`config.mk`:
```
export PLATFORM = sky130hd
export DESIGN_NAME = wb_copy_master
export DESIGN_NICKNAME = d
export VERILOG_FILES = /design/src/rtl/wb_pkg.sv /design/src/rtl/wb_copy_fifo.sv /design/src/rtl/wb_copy_master.sv
export SDC_FILE = /design/constraint.sdc
export NUM_CORES = 1
export LEC_CHECK = 0
export CAP_MARGIN = 20
export CELL_PAD_IN_SITES_DETAIL_PLACEMENT = 1
export CELL_PAD_IN_SITES_GLOBAL_PLACEMENT = 1
export CORE_MARGIN = 10
export CORE_UTILIZATION = 50
export DETAILED_ROUTE_END_ITERATION = 12
export PLACE_DENSITY_LB_ADDON = 0.1
export SETUP_SLACK_MARGIN = 0.1
export SYNTH_ARGS = -nofsm -noshare
export SYNTH_HDL_FRONTEND = slang
export SYNTH_HIERARCHICAL = 1
export SYNTH_SLANG_ARGS = --single-unit
```
`constraint.sdc`:
```
create_clock -name wb_clk_i -period 7.6 [get_ports wb_clk_i]
set_input_delay 0.76 -clock wb_clk_i [delete_from_list [all_inputs] [get_ports wb_clk_i]]
set_output_delay 0.76 -clock wb_clk_i [all_outputs]
set_load 0.1 [all_outputs]
```
`src/rtl/wb_pkg.sv`:
```
// Shared Wishbone definitions for the copy master.
// Holds the cycle-type / burst-type encodings and the copy engine state encoding.
package wb_pkg;

  localparam logic [2:0] CTI_CLASSIC = 3'b000;
  localparam logic [2:0] CTI_INCR    = 3'b010;
  localparam logic [2:0] CTI_EOB     = 3'b111;

  localparam logic [1:0] BTE_LINEAR  = 2'b00;

  typedef enum logic [2:0] {
    StIdle,
    StRead,
    StGap,
    StWrite,
    StNext
  } copy_state_t;

  // Incrementing burst: every beat is INCR except the final one, which is end-of-burst.
  function automatic logic [2:0] beat_cti(input logic last_beat);
    return last_beat ? CTI_EOB : CTI_INCR;
  endfunction

endpackage

```
`src/rtl/wb_copy_fifo.sv`:
```
// Staging FIFO for one burst-sized chunk of the copy engine.
// Ports:
//   wb_clk_i, wb_rst_i  clock and asynchronous active-high reset
//   push_i, dat_i       write a word
//   pop_i, dat_o        discard the head word; dat_o always shows the head
//   flush_i             empty the FIFO (takes priority over push/pop)
//   empty_o, full_o     occupancy flags
module wb_copy_fifo #(
  parameter int unsigned depth = 8,
  parameter int unsigned dw    = 32
) (
  input  logic          wb_clk_i,
  input  logic          wb_rst_i,
  input  logic          push_i,
  input  logic          pop_i,
  input  logic          flush_i,
  input  logic [dw-1:0] dat_i,
  output logic [dw-1:0] dat_o,
  output logic          empty_o,
  output logic          full_o
);

  localparam int unsigned PW = $clog2(depth);

  logic [dw-1:0] r_mem [depth];
  // One extra pointer bit distinguishes full from empty.
  logic [PW:0]   r_wr_ptr;
  logic [PW:0]   r_rd_ptr;

  always_ff @(posedge wb_clk_i or posedge wb_rst_i) begin
    if (wb_rst_i) begin
      r_wr_ptr <= '0;
      r_rd_ptr <= '0;
    end else if (flush_i) begin
      r_wr_ptr <= '0;
      r_rd_ptr <= '0;
    end else begin
      if (push_i) r_wr_ptr <= r_wr_ptr + (PW+1)'(1);
      if (pop_i)  r_rd_ptr <= r_rd_ptr + (PW+1)'(1);
    end
  end

  always_ff @(posedge wb_clk_i) begin
    if (push_i && !flush_i) r_mem[r_wr_ptr[PW-1:0]] <= dat_i;
  end

  assign dat_o   = r_mem[r_rd_ptr[PW-1:0]];
  assign empty_o = (r_wr_ptr == r_rd_ptr);
  assign full_o  = (r_wr_ptr[PW] != r_rd_ptr[PW]) &&
                   (r_wr_ptr[PW-1:0] == r_rd_ptr[PW-1:0]);

endmodule

```
`src/rtl/wb_copy_master.sv`:
```
// Wishbone B3 memory-to-memory copy master.
// Copies cmd_len_i words from cmd_src_i to cmd_dst_i, one chunk of up to `burst` words at a
// time: an incrementing read burst fills the staging FIFO, one idle cycle, then an
// incrementing write burst drains it.
// Ports:
//   wb_clk_i, wb_rst_i             clock, asynchronous active-high reset
//   cmd_start_i/src/dst/len        command strobe and operands (sampled on the start cycle)
//   busy_o, done_o, err_o          status: in progress, end-of-command pulse, sticky error
//   wbm_*                          Wishbone master bus
module wb_copy_master
  import wb_pkg::*;
#(
  parameter int unsigned dw    = 32,
  parameter int unsigned aw    = 32,
  parameter int unsigned lw    = 16,
  parameter int unsigned burst = 8
) (
  input  logic          wb_clk_i,
  input  logic          wb_rst_i,
  input  logic          cmd_start_i,
  input  logic [aw-1:0] cmd_src_i,
  input  logic [aw-1:0] cmd_dst_i,
  input  logic [lw-1:0] cmd_len_i,
  output logic          busy_o,
  output logic          done_o,
  output logic          err_o,
  output logic [aw-1:0] wbm_adr_o,
  output logic [1:0]    wbm_bte_o,
  output logic [2:0]    wbm_cti_o,
  output logic          wbm_cyc_o,
  output logic          wbm_stb_o,
  output logic          wbm_we_o,
  output logic [3:0]    wbm_sel_o,
  output logic [dw-1:0] wbm_dat_o,
  input  logic [dw-1:0] wbm_dat_i,
  input  logic          wbm_ack_i,
  input  logic          wbm_err_i,
  input  logic          wbm_rty_i
);

  copy_state_t   r_state;
  logic [aw-1:0] r_src;
  logic [aw-1:0] r_dst;
  logic [aw-1:0] r_adr;
  logic [lw-1:0] r_rem;
  logic [lw-1:0] r_chunk;
  logic [lw-1:0] r_beats;
  logic [2:0]    r_cti;
  logic          r_cyc;
  logic          r_stb;
  logic          r_we;
  logic          r_busy;
  logic          r_done;
  logic          r_err;

  logic          w_active;
  logic          w_push;
  logic          w_pop;
  logic          w_flush;
  logic          w_fifo_empty;
  logic          w_fifo_full;
  logic [dw-1:0] w_fifo_dat;
  logic [lw-1:0] w_rem_left;
  logic [lw-1:0] w_first_chunk;
  logic [lw-1:0] w_next_chunk;

  function automatic logic [lw-1:0] f_chunk(input logic [lw-1:0] rem);
    return (rem > lw'(burst)) ? lw'(burst) : rem;
  endfunction

  assign w_active      = r_cyc & r_stb;
  // err outranks a simultaneous ack, so neither push nor pop happens on an error beat.
  assign w_push        = (r_state == StRead)  && w_active && wbm_ack_i && !wbm_err_i;
  assign w_pop         = (r_state == StWrite) && w_active && wbm_ack_i && !wbm_err_i;
  assign w_flush       = w_active && wbm_err_i;
  assign w_rem_left    = r_rem - r_chunk;
  assign w_first_chunk = f_chunk(cmd_len_i);
  assign w_next_chunk  = f_chunk(w_rem_left);

  always_ff @(posedge wb_clk_i or posedge wb_rst_i) begin
    if (wb_rst_i) begin
      r_state <= StIdle;
      r_src   <= '0;
      r_dst   <= '0;
      r_adr   <= '0;
      r_rem   <= '0;
      r_chunk <= '0;
      r_beats <= '0;
      r_cti   <= CTI_CLASSIC;
      r_cyc   <= 1'b0;
      r_stb   <= 1'b0;
      r_we    <= 1'b0;
      r_busy  <= 1'b0;
      r_done  <= 1'b0;
      r_err   <= 1'b0;
    end else begin
      r_done <= 1'b0;
      unique case (r_state)
        StIdle: begin
          if (cmd_start_i) begin
            r_src <= cmd_src_i & ~aw'(3);
            r_dst <= cmd_dst_i & ~aw'(3);
            r_rem <= cmd_len_i;
            r_err <= 1'b0;
            if (cmd_len_i == '0) begin
              r_done <= 1'b1;
            end else begin
              r_chunk <= w_first_chunk;
              r_beats <= w_first_chunk;
              r_adr   <= cmd_src_i & ~aw'(3);
              r_cti   <= beat_cti(w_first_chunk == lw'(1));
              r_cyc   <= 1'b1;
              r_stb   <= 1'b1;
              r_we    <= 1'b0;
              r_busy  <= 1'b1;
              r_state <= StRead;
            end
          end
        end

        StRead, StWrite: begin
          if (!r_cyc) begin
            // Cycle was dropped for a retry: re-issue the same beat unchanged.
            r_cyc <= 1'b1;
            r_stb <= 1'b1;
          end else if (wbm_err_i) begin
            r_cyc   <= 1'b0;
            r_stb   <= 1'b0;
            r_we    <= 1'b0;
            r_cti   <= CTI_CLASSIC;
            r_err   <= 1'b1;
            r_done  <= 1'b1;
            r_busy  <= 1'b0;
            r_state <= StIdle;
          end else if (wbm_ack_i) begin
            r_beats <= r_beats - lw'(1);
            if (r_state == StRead) r_src <= r_src + aw'(4);
            else                   r_dst <= r_dst + aw'(4);
            if (r_beats == lw'(1)) begin
              r_cyc <= 1'b0;
              r_stb <= 1'b0;
              r_we  <= 1'b0;
              r_cti <= CTI_CLASSIC;
              if (r_state == StRead) begin
                r_state <= StGap;
              end else if (w_rem_left == '0) begin
                // Final chunk: finish straight from the last ack so done_o lands one
                // cycle after it, rather than spending a NEXT cycle first.
                r_done  <= 1'b1;
                r_busy  <= 1'b0;
                r_state <= StIdle;
              end else begin
                r_state <= StNext;
              end
            end else begin
              r_adr <= r_adr + aw'(4);
              r_cti <= beat_cti(r_beats == lw'(2));
            end
          end else if (wbm_rty_i) begin
            r_cyc <= 1'b0;
            r_stb <= 1'b0;
          end
        end

        StGap: begin
          r_beats <= r_chunk;
          r_adr   <= r_dst;
          r_cti   <= beat_cti(r_chunk == lw'(1));
          r_cyc   <= 1'b1;
          r_stb   <= 1'b1;
          r_we    <= 1'b1;
          r_state <= StWrite;
        end

        StNext: begin
          r_rem   <= w_rem_left;
          r_chunk <= w_next_chunk;
          r_beats <= w_next_chunk;
          r_adr   <= r_src;
          r_cti   <= beat_cti(w_next_chunk == lw'(1));
          r_cyc   <= 1'b1;
          r_stb   <= 1'b1;
          r_we    <= 1'b0;
          r_state <= StRead;
        end

        default: r_state <= StIdle;
      endcase
    end
  end

  wb_copy_fifo #(
    .depth (burst),
    .dw    (dw)
  ) u_fifo (
    .wb_clk_i (wb_clk_i),
    .wb_rst_i (wb_rst_i),
    .push_i   (w_push),
    .pop_i    (w_pop),
    .flush_i  (w_flush),
    .dat_i    (wbm_dat_i),
    .dat_o    (w_fifo_dat),
    .empty_o  (w_fifo_empty),
    .full_o   (w_fifo_full)
  );

  assign busy_o    = r_busy;
  assign done_o    = r_done;
  assign err_o     = r_err;
  assign wbm_adr_o = r_adr;
  assign wbm_bte_o = BTE_LINEAR;
  assign wbm_cti_o = r_cti;
  assign wbm_cyc_o = r_cyc;
  assign wbm_stb_o = r_stb;
  assign wbm_we_o  = r_we;
  assign wbm_sel_o = 4'hf;
  assign wbm_dat_o = r_we ? w_fifo_dat : '0;

  // A chunk never exceeds the FIFO depth and every write beat was read first.
  a_no_underflow : assert property (@(posedge wb_clk_i) disable iff (wb_rst_i)
                                    !(w_pop && w_fifo_empty));
  a_no_overflow  : assert property (@(posedge wb_clk_i) disable iff (wb_rst_i)
                                    !(w_push && w_fifo_full));

endmodule
```
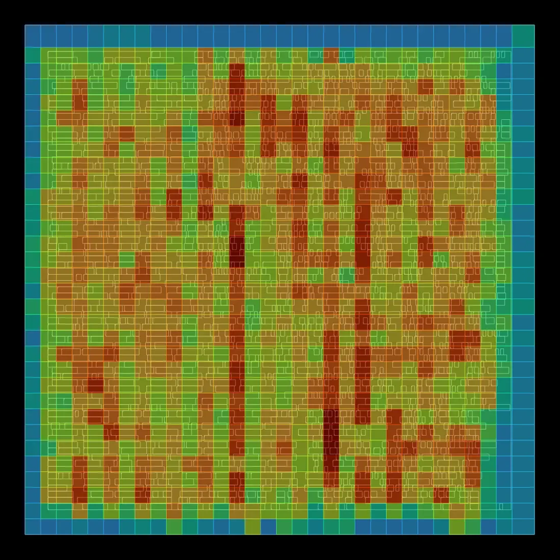
*Routing congestion, run 1*
global routing usage on met2: 0.425
utilization after layout: 0.600

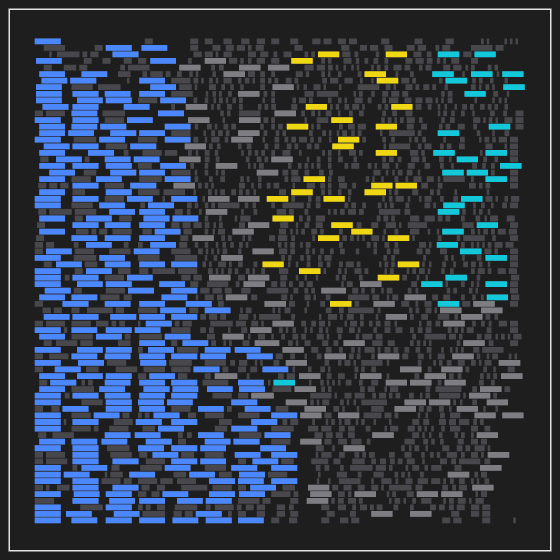
*Register map, names as in the netlist, run 1*
Other sequential cells in the stronger gray, the rest of the logic in the fainter gray.
[r_src] yellow | flops: 30
[wbm_adr_o] cyan | flops: 31
[u_fifo/r_mem] blue | flops: 256
not colored: 95
sequential cell area share: 0.472
sequential cell area: 11600 um^2
Flop+latch power: 3320 uW

==> Slide: Implementation Results, run 1 <==
Run Summary

Die
  • Fp util: 0.507
  • Die X: 224 um
  • Core area: 40900 um^2

Detailed routing
  • Routed Antenna Nets: 0
  • Final wirelength: 64.3 mm
  • Max layer used: met5
  • DRC violations left: 0

GRT
  • First-pass GRT wire length: about 99 mm
  • Number of global-route vias before repair: 16300

Finish
  • Non-Clock Buffer Count: around 220
  • Non-Filler Instances: 2478
  • Largest cell class: sequential cells
  • Most frequent cells in the layout: 256 x edfxtp_1, 186 x clkdlybuf4s50_1, 161 x a21oi_1
  • Area grow syn2layout: 18.3%
  • Logic area: 8490 um^2
  • Design Area, Final: 24600 um^2

Placement
  • # placed instances: about 2400

Status
  • Status: completed

Final timing
  • Slew Viols, Final: 0

Min path
  • Sink of the worst hold path: r_chunk[4]$_DFFE_PP0P_

Pwr
  • Sequential cell fraction of total power: 0.326
  • Switch Pwr: 4630 uW

Critical path
  • Critical Path Slowest Stage Cell: clkdlybuf4s50_1
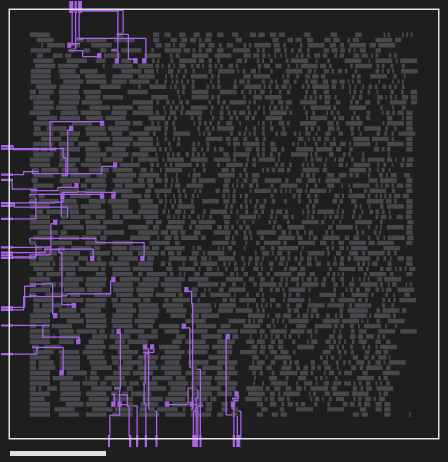
*Nets reached from selected ports, run 1*
Scale bar: 50 um.
[wbm_dat_o] purple | bits: 32 | direction: output | edge: 15 left, 12 bottom, 5 top | end cells: 32 | buffers: 32 | wire: 1690 um
IO Pins: 197
# port buffers: 186

### Clock distribution, run 1

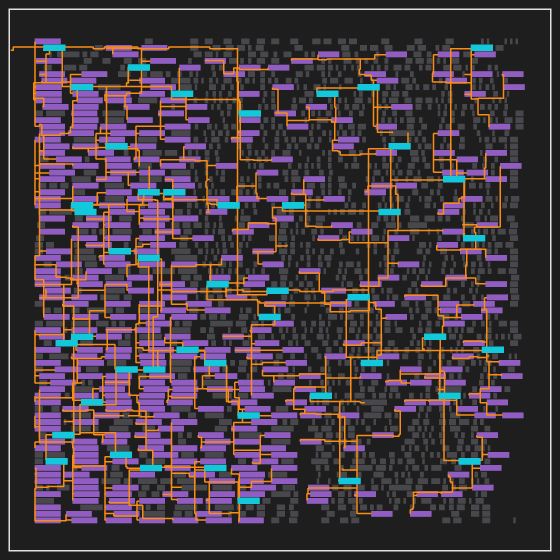

==> run 1 -> run 2 <==
--- a/config.mk
+++ b/config.mk
@@ -9,7 +9,7 @@
 export CELL_PAD_IN_SITES_DETAIL_PLACEMENT = 1
 export CELL_PAD_IN_SITES_GLOBAL_PLACEMENT = 1
 export CORE_MARGIN = 10
-export CORE_UTILIZATION = 50
+export CORE_UTILIZATION = 47
 export DETAILED_ROUTE_END_ITERATION = 12
 export PLACE_DENSITY_LB_ADDON = 0.1
 export SETUP_SLACK_MARGIN = 0.1
==> constraint.sdc (replaced) <==
create_clock -name wb_clk_i -period 4.8 [get_ports wb_clk_i]
set_input_delay 0.48 -clock wb_clk_i [delete_from_list [all_inputs] [get_ports wb_clk_i]]
set_output_delay 0.48 -clock wb_clk_i [all_outputs]
set_load 0.1 [all_outputs]
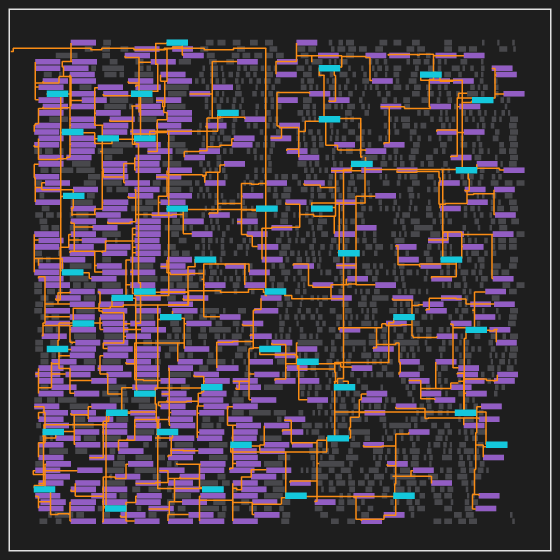
*Clock distribution, run 2*
[flip-flops] purple | count: 412
[clock-net drivers] cyan | count: 46
[clock wires] orange | length: 5820 um
routed clock nets: 47
flops lie: all over the die
clock share of power: 0.232
clk latency late pin: 600 ps

==> Slide: Implementation Results, run 2 <==
Run Summary

Detailed routing
  • Routed Antenna Nets: 0
  • DRC violations left: 0
  • Max layer used: met5
  • DR iter-0 viols: 1456
  • Final wirelength: 63.9 mm

Finish
  • Sequential cell area: 11600 um^2
  • Utilization after layout: 0.573
  • Largest cell class: sequential cells
  • Sequential cell area share: 0.467
  • Non-Filler Instances: 2549
  • Logic area: 8490 um^2
  • Layout cells sized above 1: 0.120
  • Design Area, Final: 24800 um^2

Pwr
  • Sequential cell fraction of total power: 0.319
  • Comb group: around 7300 uW
  • Flop+latch power: approximately 5200 uW
  • Combinational fraction of design power: 0.449
  • Switch Pwr: 7320 uW
  • Leakage: 0.00884 uW

Critical path
  • Critical Path Slowest Stage Cell: clkdlybuf4s50_1
  • Critical path capture point type: output port
  • Crit path DRT: 4320 ps
  • Reg2Reg Depth: 13

Placement
  • # placed instances: 2461
  • # port buffers: 186

GRT
  • Global routing usage on met2: 0.397
  • Number of global-route vias before repair: 16400

Die
  • Fp util: 0.479
  • IO Pins: 197
  • Core area: 43400 um^2
  • Die X: about 230 um

Status
  • Status: completed

Final timing
  • Setup TNS: 0 ps
  • Slew Viols, Final: 0

Clock network
  • Root Driver: clkbuf_16
Power figures rest on the tool's default switching activity, not on a simulated workload.
